**src/rtl/ibuffer_warp_fifo.sv**
```systemverilog
// ibuffer_warp_fifo: per-warp decoded-instruction buffer between dual decode (ID) and issue (IU/OC).
// Optional macro IB_BYPASS_EN lets a beat reaching an empty buffer be issued in the same cycle.
module ibuffer_warp_fifo #(
    parameter int NUM_ENTRIES  = 4,
    parameter int DATA_W       = 76,
    parameter int MAX_INFLIGHT = 3
) (
    input  logic                             clk,
    input  logic                             rst,
    input  logic                             start_IB,
    input  logic                             valid_IF_IB,
    output logic                             req_IB_IF,
    input  logic                             valid_Q1_ID_IB,
    input  logic [DATA_W-1:0]                data_Q1_ID_IB,
    input  logic                             exit_Q1_ID_IB,
    input  logic                             valid_Q2_ID_IB,
    input  logic [DATA_W-1:0]                data_Q2_ID_IB,
    input  logic                             exit_Q2_ID_IB,
    input  logic                             drop_SIMT_IB,
    output logic                             req_IB_IU,
    input  logic                             grt_IU_IB,
    output logic                             valid_IB_OC,
    output logic [DATA_W-1:0]                data_IB_OC,
    output logic                             exit_IB_RAU,
    output logic [$clog2(NUM_ENTRIES+1)-1:0] count_IB
);
    localparam int CW = $clog2(NUM_ENTRIES + 1);
    localparam int PW = $clog2(NUM_ENTRIES);
    localparam int IW = $clog2(MAX_INFLIGHT + 1);
    localparam int EW = DATA_W + 1;  // bundle with its exit flag on top

    typedef enum logic {ST_RUN, ST_EXITED} state_t;

    state_t        state_q;
    logic [EW-1:0] mem [NUM_ENTRIES];
    logic [PW-1:0] rd_ptr_q, wr_ptr_q;
    logic [CW-1:0] count_q, count_d;
    logic [IW-1:0] inflight_q, discard_q;

    logic          run, beat, fetch, do_drop, accept, bypass, pop, byp_take, pop_mem, exit_pop;
    logic          wr0_en, wr1_en;
    logic [1:0]    enq_n;
    logic [EW-1:0] in_first, in_second, wr0_data, head;

    // NOTE: every signal gets an unconditional assignment here, so no latch can be inferred.
    always_comb begin
        run       = (state_q == ST_RUN);
        beat      = valid_Q1_ID_IB | valid_Q2_ID_IB;
        req_IB_IF = run
                    && (int'(count_q) + 2 * (int'(inflight_q) + 1) <= NUM_ENTRIES)
                    && (int'(inflight_q) < MAX_INFLIGHT);
        fetch     = valid_IF_IB & req_IB_IF;
        do_drop   = run & drop_SIMT_IB;
        accept    = run & (discard_q == '0) & ~do_drop;
        in_first  = valid_Q1_ID_IB ? {exit_Q1_ID_IB, data_Q1_ID_IB} : {exit_Q2_ID_IB, data_Q2_ID_IB};
        in_second = {exit_Q2_ID_IB, data_Q2_ID_IB};
`ifdef IB_BYPASS_EN
        bypass    = run & (discard_q == '0) & beat & (count_q == '0);
`else
        bypass    = 1'b0;
`endif
        req_IB_IU = run & ((count_q != '0) | bypass);
        pop       = req_IB_IU & grt_IU_IB & ~do_drop;
        // With an empty buffer a pop can only be the bypassed first decode slot.
        byp_take  = pop & (count_q == '0);
        pop_mem   = pop & ~byp_take;
        head      = (count_q == '0) ? in_first : mem[rd_ptr_q];
        exit_pop  = pop & head[DATA_W];
        enq_n     = accept ? (2'(valid_Q1_ID_IB) + 2'(valid_Q2_ID_IB) - 2'(byp_take)) : 2'd0;
        wr0_en    = (enq_n != 2'd0);
        wr1_en    = (enq_n == 2'd2);
        wr0_data  = byp_take ? in_second : in_first;
        count_d   = count_q + CW'(enq_n) - CW'(pop_mem);
    end

    // NOTE: the storage array has no reset; count_q alone decides which words are live.
    always_ff @(posedge clk) begin
        if (wr0_en) mem[wr_ptr_q] <= wr0_data;
        if (wr1_en) mem[wr_ptr_q + PW'(1)] <= in_second;
    end

    // NOTE: sequential state uses non-blocking assignments so every register samples pre-edge values.
    always_ff @(posedge clk or negedge rst) begin
        if (!rst) begin
            state_q     <= ST_RUN;
            rd_ptr_q    <= '0;
            wr_ptr_q    <= '0;
            count_q     <= '0;
            inflight_q  <= '0;
            discard_q   <= '0;
            valid_IB_OC <= 1'b0;
            data_IB_OC  <= '0;
            exit_IB_RAU <= 1'b0;
        end else begin
            valid_IB_OC <= pop;
            exit_IB_RAU <= exit_pop;
            if (pop) data_IB_OC <= head[DATA_W-1:0];

            // A drop turns every outstanding fetch into a beat that must be thrown away.
            if (do_drop) begin
                discard_q  <= inflight_q + IW'(fetch);
                inflight_q <= '0;
            end else begin
                if (beat && discard_q != '0) discard_q <= discard_q - IW'(1);
                inflight_q <= inflight_q + IW'(fetch)
                              - IW'(beat && discard_q == '0 && inflight_q != '0);
            end

            if (do_drop || exit_pop) begin
                rd_ptr_q <= '0;
                wr_ptr_q <= '0;
                count_q  <= '0;
            end else begin
                rd_ptr_q <= rd_ptr_q + PW'(pop_mem);
                wr_ptr_q <= wr_ptr_q + PW'(enq_n);
                count_q  <= count_d;
            end

            if (exit_pop)               state_q <= ST_EXITED;
            else if (!run && start_IB)  state_q <= ST_RUN;
        end
    end

    assign count_IB = count_q;

    // Upstream may only issue a fetch while credit is offered.
    fetch_needs_credit: assert property (@(posedge clk) disable iff (!rst) valid_IF_IB |-> req_IB_IF);

endmodule

```
**config.mk**
```make
export PLATFORM = sky130hd
export DESIGN_NAME = ibuffer_warp_fifo
export DESIGN_NICKNAME = d
export VERILOG_FILES = /design/src/rtl/ibuffer_warp_fifo.sv
export SDC_FILE = /design/constraint.sdc
export NUM_CORES = 1
export LEC_CHECK = 0
export CORE_AREA = 5 5 236 238
export DETAILED_ROUTE_END_ITERATION = 10
export DIE_AREA = 0 0 241 243
export PLACE_DENSITY = 0.55
export SKIP_CTS_REPAIR_TIMING = 1
export SYNTH_ARGS = -nofsm -noshare
export SYNTH_HDL_FRONTEND = slang
export SYNTH_SLANG_ARGS = --single-unit
```
**constraint.sdc**
```tcl
create_clock -name clk -period 21.7 [get_ports clk]
set_input_delay 2.17 -clock clk [delete_from_list [all_inputs] [get_ports clk]]
set_output_delay 2.17 -clock clk [all_outputs]
set_load 0.05 [all_outputs]
```
Wire density map:
(1.5 px per um) The die is cut into 24 by 24 equal tiles; dark purple is low, yellow is high, scaled to the fullest tile. Values are wire area over tile area, all layers added.
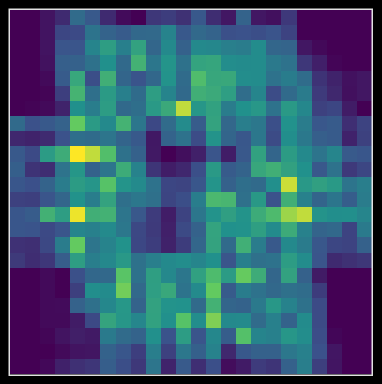
tiles over half the peak: 20%
nearly empty tiles: 12%
mean over tiles: 0.15
fullest tile: 0.48

Placement view:
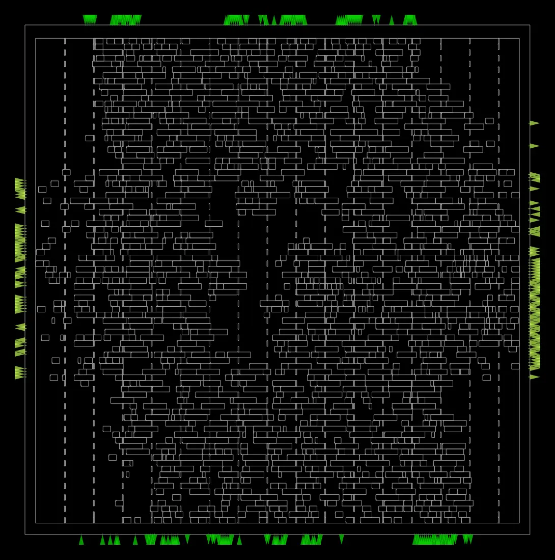
Core Util, Final: 42.8%
Core Region: 53400 um2

==> impl_metrics.json <==
{
  "gp_congestion": 0.734,
  "synth_chip_area_um2": 18500,
  "floorplan.nets": 1311,
  "warning_count": 27,
  "numCtsBuffers": 43,
  "pwr-share-seq_pct": 38.6,
  "initial_core_util_pct": 34.6,
  "switchingPower_mw": 0.996,
  "dp_hpwl_um": 32500,
  "setup_tns_ps": 0,
  "grt_pass1_vias": 12600,
  "worst_setup_path_end_kind": "register",
  "yosys_cells": 1134,
  "cts.sinks": 398,
  "cts_tree": "built",
  "rows": 85,
  "worst_setup_path_start_kind": "primary input",
  "ys.flop_type": "edfxtp_1",
  "post-route-period-util_pct": 26.9,
  "max-slew-margin-rel_pct": 19.1,
  "setup_viol": 0,
  "wl_met1_um": 23900,
  "fin_skew_ps": 21.9,
  "power.static_leakage_nw": 7.57,
  "critPathMaxStageDelay_ps": 840,
  "final-comb-area_um2": 6400,
  "clk_pin_slew_ps": 60,
  "pin_count": 245,
  "final_nets": 1525,
  "cpLargestDelayFamily": "buffers and inverters",
  "min_period_ps": 5840,
  "netlist_instances": 1134,
  "die_area_um2": 58600,
  "cts-htree-levels": 2,
  "top_cell_area_share_pct": 50.1,
  "synth_area_um2": 18500,
  "path_max_fanout": 52,
  "synth_flops": 398,
  "wl_met3_um": 3140,
  "final_max_slew_viol_count": 0,
  "switching_share_pct": 35.4,
  "crit_arrival_ps": 6030,
  "final_antenna_net_count": 0,
  "hold_viol_final": 0,
  "cp.required_ps": 21890,
  "wl_per_cell_um": 26.8,
  "fin_cells": 2080,
  "seq_area_um2": 11500,
  "antenna_found_initial": 8,
  "grt_first_pass_wirelength_um": 82900,
  "grt_max_degree": 78,
  "drv_cap": 0,
  "highest_layer": "met5",
  "clockBufferDepth": 3,
  "synth.avg_cell_area_um2": 16.3,
  "drc": 0,
  "wirelength_um": 55800,
  "dr_total_vias": 11700,
  "p_int_mw": 1.81,
  "path_buffers": 4,
  "ys_types": 42,
  "slowest_stage": "o21bai_4",
  "ys_top_cells_by_area": "edfxtp_1 (50%), o2bb2ai_1 (15%), dfrtp_1 (12%), mux4_2 (9.3%), mux2_2 (4.8%)",
  "hold_class": "register to register",
  "ys_top_cells_by_count": "edfxtp_1 (308), o2bb2ai_1 (308), dfrtp_1 (90)",
  "status": "finished clean",
  "power_density_nw_per_um2": 123,
  "place.port_buffers": 244,
  "setup_ws_ps": 15860
}
A small window of the routed layout:
Window x 96 to 146, y 145 to 195 um. Cells in grey, sequential cells in the stronger grey; small squares are vias.
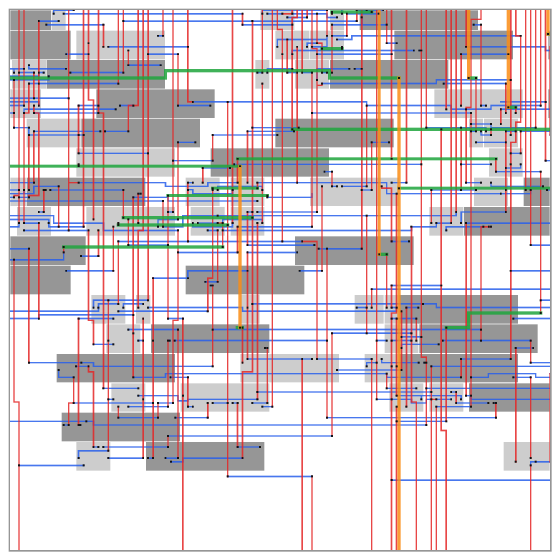
[M4] orange
[M3] green
[M2] red
[M1] blue
sequential cells in the window: 23
netlist names of flops here include: mem (23)
cells with their middle in the window: 63
most frequent: o2bb2ai_1 (23), edfxtp_1 (23)

Supply network:
(2 px per um) Pins as bars on the die edge.
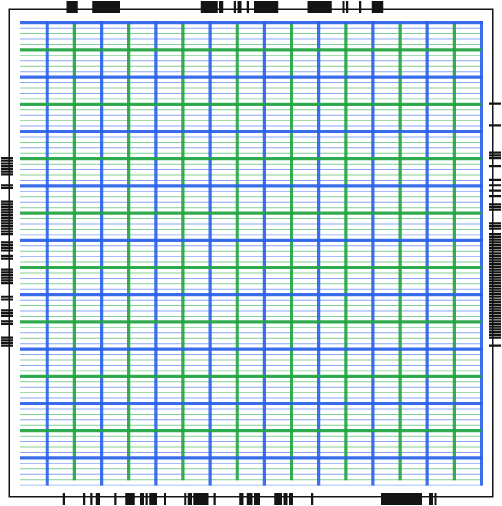
[VDD] green
[VSS] blue
rows: 85
signal pins: 245
met1 rails: 86
met4 straps: 17
met5 straps: 17
Die H: 243 um
worst ir drop on vdd: 0.0000535 V
Die Width: 241 um

-- routing by layer --
metal  vias to the layer above  track usage [%]
li1                       5121                -
met1                      6082             25.1
met2                       374             31.1
met3                        80             3.88
met4                        12             4.85
met5                         -                0
-- cell families (layout without fill, tap and decap cells) --
logic type      count (synthesis)  count (layout)  synth area share, %
simple gates                  109             109                 2.87
buf+inv                       116             365                 3.23
xor+xnor                        9               9                0.529
other cells                     1               2               0.0203
fa+ha+maj                      15              15                 1.10
flops                         398             398                 62.3
compound gates                329             329                 15.8
mux                           157             157                 14.2
-- cell usage in the layout, fill, tap and decap left out, types with 13 or more instances in the layout --
| cell type | synthesis | routed |
|---|---|---|
| nand2_1 | 80 | 80 |
| o2bb2ai_1 | 308 | 308 |
| mux2_2 | 78 | 78 |
| dfrtp_1 | 90 | 88 |
| mux4_2 | 76 | 76 |
| ha_1 | 13 | 13 |
| inv_1 | 14 | 14 |
| buf_4 | 5 | 28 |
| clkbuf_16 | 0 | 44 |
| clkdlybuf4s50_1 | 0 | 242 |
| edfxtp_1 | 308 | 308 |
-- area by class of cell --
| class | instances | share of cell area, % |
|---|---|---|
| Antenna cell | 1 | 0.0110 |
| Timing Repair Buffer | 270 | 11.5 |
| Multi-Input combinational cell | 620 | 28.0 |
| Sequential cell | 398 | 50.4 |
| Clock buffer | 60 | 5.30 |
| Clock inverter | 20 | 0.723 |
| Tap cell | 696 | 3.81 |
| Inverter | 15 | 0.257 |
-- registers in the layout, summed over array words and instances, names as in the netlist --
| register | cells |
|---|---|
| count_IB | 3 |
| data_IB_OC | 76 |
| discard_q | 2 |
| exit_IB_RAU | 1 |
| inflight_q | 2 |
| mem | 308 |
| rd_ptr_q | 2 |
| state_q | 1 |
| valid_IB_OC | 1 |
| wr_ptr_q | 2 |
-- power groups by stage --
stage / clock network [mW] / registers [mW] / logic, mW
after floorplan: 0 / 1.34 / 0.427
after global placement: 0 / 1.10 / 1.01
after detailed placement: 0 / 1.10 / 1.01
after CTS: 0.741 / 1.09 / 1.02
after global routing: 0.773 / 1.11 / 1.06
final: 0.725 / 1.09 / 1.00
-- path summary, 6_finish.rpt --
| kind | startpoint | end | slack [ps] | cells after the start |
|---|---|---|---|---|
| max | valid_Q2_ID_IB | mem[2][46]$_DFFE_PP_ | 15860 | 8 |
| min | data_IB_OC[33]$_DFFE_PN0N_ | data_IB_OC[33]$_DFFE_PN0N_ | 500 | 1 |
| max reg2reg | discard_q[0]$_DFFE_PN0P_ | mem[2][46]$_DFFE_PP_ | 17980 | 6 |
| min reg2reg | data_IB_OC[33]$_DFFE_PN0N_ | data_IB_OC[33]$_DFFE_PN0N_ | 500 | 1 |
| max in group asynchronous | rst | rd_ptr_q[0]$_DFF_PN0_ | 18820 | 2 |
| min in group asynchronous | rst | data_IB_OC[14]$_DFFE_PN0N_ | 1570 | 1 |
-- per-stage QoR --
step	instance area (um2)	hold WS, ps
6_report	22900	502
5_1_grt	22800	515
4_1_cts	22800	507
3_5_place_dp	21500	494
3_3_place_gp	21500	492
2_1_floorplan	18500	581
No activity file was given, so power comes from the tool's default toggle rates.
